[config.mk]
export PLATFORM = sky130hd
export DESIGN_NAME = priority_encoder_stream_flat
export DESIGN_NICKNAME = d
export VERILOG_FILES = /design/src/rtl/priority_encoder_stream_if.sv /design/src/rtl/priority_encoder_stream.sv /design/src/flat_wrapper.sv
export SDC_FILE = /design/constraint.sdc
export NUM_CORES = 1
export LEC_CHECK = 0
export CORE_MARGIN = 3
export CORE_UTILIZATION = 40
export CTS_CLUSTER_SIZE = 10
export DETAILED_ROUTE_END_ITERATION = 16
export PLACE_DENSITY_LB_ADDON = 0.2
export SYNTH_ARGS = -nofsm -noshare
export SYNTH_HDL_FRONTEND = slang
export SYNTH_SLANG_ARGS = --single-unit
[constraint.sdc]
create_clock -name clk -period 2.1 [get_ports clk]
set_clock_uncertainty 0.15 [all_clocks]
set_input_delay 0.42 -clock clk [delete_from_list [all_inputs] [get_ports clk]]
set_output_delay 0.42 -clock clk [all_outputs]
set_load 0.1 [all_outputs]
[src/rtl/priority_encoder_stream_if.sv]
// Stream bundle for the priority encoder: vector in, index beats out.
// The slave modport is the encoder's view; master is the producer/consumer side.
interface priority_encoder_stream_if #(
  parameter int N = 4
);
  localparam int W = $clog2(N);

  logic         in_valid;
  logic         in_ready;
  logic [N-1:0] in_vec;
  logic         out_valid;
  logic         out_ready;
  logic [W-1:0] out_idx;
  logic         out_last;
  logic [W:0]   out_cnt;
  logic         zero_drop;

  modport slave (
    input  in_valid,
    input  in_vec,
    input  out_ready,
    output in_ready,
    output out_valid,
    output out_idx,
    output out_last,
    output out_cnt,
    output zero_drop
  );

  modport master (
    output in_valid,
    output in_vec,
    output out_ready,
    input  in_ready,
    input  out_valid,
    input  out_idx,
    input  out_last,
    input  out_cnt,
    input  zero_drop
  );
endinterface

[src/rtl/priority_encoder_stream.sv]
// Sequential priority encoder: drains a multi-hot vector as a stream
// of binary indices, lowest set bit first.
module priority_encoder_stream #(
  parameter int N = 4
) (
  input logic clk,
  input logic rst,
  input logic en,
  priority_encoder_stream_if.slave s
);
  localparam int W = $clog2(N);
  localparam logic [N-1:0] ONE = N'(1);

  typedef enum logic {
    IDLE,
    DRAIN
  } state_t;

  state_t       state_q;
  state_t       state_d;
  logic [N-1:0] pend_q;
  logic [N-1:0] pend_d;
  logic [W:0]   cnt_q;
  logic [W:0]   cnt_d;
  logic         zdrop_q;
  logic         zdrop_d;

  logic [W-1:0] low;
  logic         single;
  logic         draining;
  logic         idle;

  function automatic logic [W:0] popcnt(
    input logic [N-1:0] v
  );
    logic [W:0] c;
    c = '0;
    for (int i = 0; i < N; i++) begin
      c = c + (W+1)'(v[i]);
    end
    return c;
  endfunction

  // Descending scan so the lowest set bit wins.
  always_comb begin
    low = '0;
    for (int i = N - 1; i >= 0; i--) begin
      if (pend_q[i]) begin
        low = W'(i);
      end
    end
  end

  assign single = (pend_q != '0) &&
                  ((pend_q & (pend_q - ONE)) == '0);

  assign draining = (state_q == DRAIN);
  assign idle     = (state_q == IDLE);

  assign s.in_ready  = ~rst & en & idle;
  assign s.out_valid = ~rst & en & draining;
  assign s.out_idx   = draining ? low : '0;
  assign s.out_last  = draining & single;
  assign s.out_cnt   = cnt_q;
  assign s.zero_drop = zdrop_q;

  // With en low every register holds, including a pending zero_drop.
  always_comb begin
    state_d = state_q;
    pend_d  = pend_q;
    cnt_d   = cnt_q;
    zdrop_d = zdrop_q;
    if (en) begin
      zdrop_d = 1'b0;
      unique case (state_q)
        IDLE: begin
          if (s.in_valid) begin
            if (s.in_vec != '0) begin
              pend_d  = s.in_vec;
              cnt_d   = popcnt(s.in_vec);
              state_d = DRAIN;
            end else begin
              zdrop_d = 1'b1;
            end
          end
        end
        DRAIN: begin
          if (s.out_ready) begin
            pend_d = pend_q & (pend_q - ONE);
            if (single) begin
              state_d = IDLE;
            end
          end
        end
        default: state_d = IDLE;
      endcase
    end
  end

  always_ff @(posedge clk) begin
    if (rst) begin
      state_q <= IDLE;
      pend_q  <= '0;
      cnt_q   <= '0;
      zdrop_q <= 1'b0;
    end else begin
      state_q <= state_d;
      pend_q  <= pend_d;
      cnt_q   <= cnt_d;
      zdrop_q <= zdrop_d;
    end
  end
endmodule

[src/flat_wrapper.sv]
// flat-port wrapper written by rule: the top's interface ports become plain ports
module priority_encoder_stream_flat 
#(
  parameter int N = 4
)
  (clk, rst, en, s_in_valid, s_in_vec, s_out_ready, s_in_ready, s_out_valid, s_out_idx, s_out_last, s_out_cnt, s_zero_drop);
  priority_encoder_stream_if #(.N(N)) s_i ();
  input logic clk;
  input logic rst;
  input logic en;
  input wire logic [$bits(s_i.in_valid)-1:0] s_in_valid;
  input wire logic [$bits(s_i.in_vec)-1:0] s_in_vec;
  input wire logic [$bits(s_i.out_ready)-1:0] s_out_ready;
  output wire logic [$bits(s_i.in_ready)-1:0] s_in_ready;
  output wire logic [$bits(s_i.out_valid)-1:0] s_out_valid;
  output wire logic [$bits(s_i.out_idx)-1:0] s_out_idx;
  output wire logic [$bits(s_i.out_last)-1:0] s_out_last;
  output wire logic [$bits(s_i.out_cnt)-1:0] s_out_cnt;
  output wire logic [$bits(s_i.zero_drop)-1:0] s_zero_drop;
  assign s_i.in_valid = s_in_valid;
  assign s_i.in_vec = s_in_vec;
  assign s_i.out_ready = s_out_ready;
  assign s_in_ready = s_i.in_ready;
  assign s_out_valid = s_i.out_valid;
  assign s_out_idx = s_i.out_idx;
  assign s_out_last = s_i.out_last;
  assign s_out_cnt = s_i.out_cnt;
  assign s_zero_drop = s_i.zero_drop;
  priority_encoder_stream #(.N(N)) u_core (.clk(clk), .rst(rst), .en(en), .s(s_i));
endmodule
==> impl_metrics.toml <==
# yosys + openroad results
[pwr]
internal-power_w = 0.000343
switching_power_w = 0.000207
p_sw_share_pct = 37.7

[yosys]
most_common_cell = "dfxtp_1"
logic_family = "AND-OR/OR-AND gates"
synth_async_sr_flop_share_pct = 0
top_cells_by_count = "dfxtp_1 (9), a21oi_1 (6), nand3_1 (6), inv_1 (4)"
ys_sh_adder_pct = 8.88
synth_warnings = 0

[route]
drt_iter0_markers = 15
vias = 633
drc_errors = 0

[layout]
nClkBuffers = 4
postLayoutCellArea_um2 = 971

[global_route]
grt_usage_pct = 16.3
top_usage_layer = "met2"
grt.met2_usage_pct = 24.7
grt_overflow = 0

[worst_setup_path]
cp_slowest_cell = "dfxtp_1"
worstPathMaxFanout = 6
slowest_delay_ns = 0.47

[cts]
cts_sinks = 9
htreeDepth = 1

[floorplanning]
die_h_um = 46.3

[timing]
finalCritPeriodShare_pct = 97.3
min_period_ns = 2.04

[status]
status = "complete, no violations"
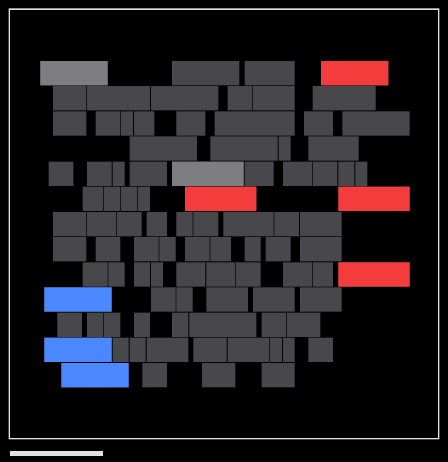
(sequential cells colored by netlist name)
Scale bar: 10 um. Other sequential cells in the stronger gray, the rest of the logic in the fainter gray.
netlist name	color	flops
u_core.pend_q	red	4
u_core.s.out_cnt	blue	3
Seq/total area: 19.1%
power in sequential cells: 0.000206 W

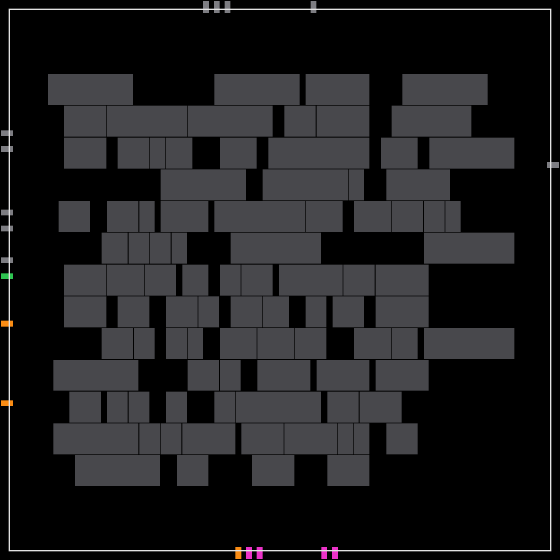
(ports around the boundary)
Pins as bars across the die edge, other pins in gray.
port	color	pins	direction	edge
s_out_cnt	orange	3	output	2 left, 1 bottom
s_in_valid	green	1	input	left
s_in_vec	magenta	4	input	bottom

Power and IR drop assume default switching activity.
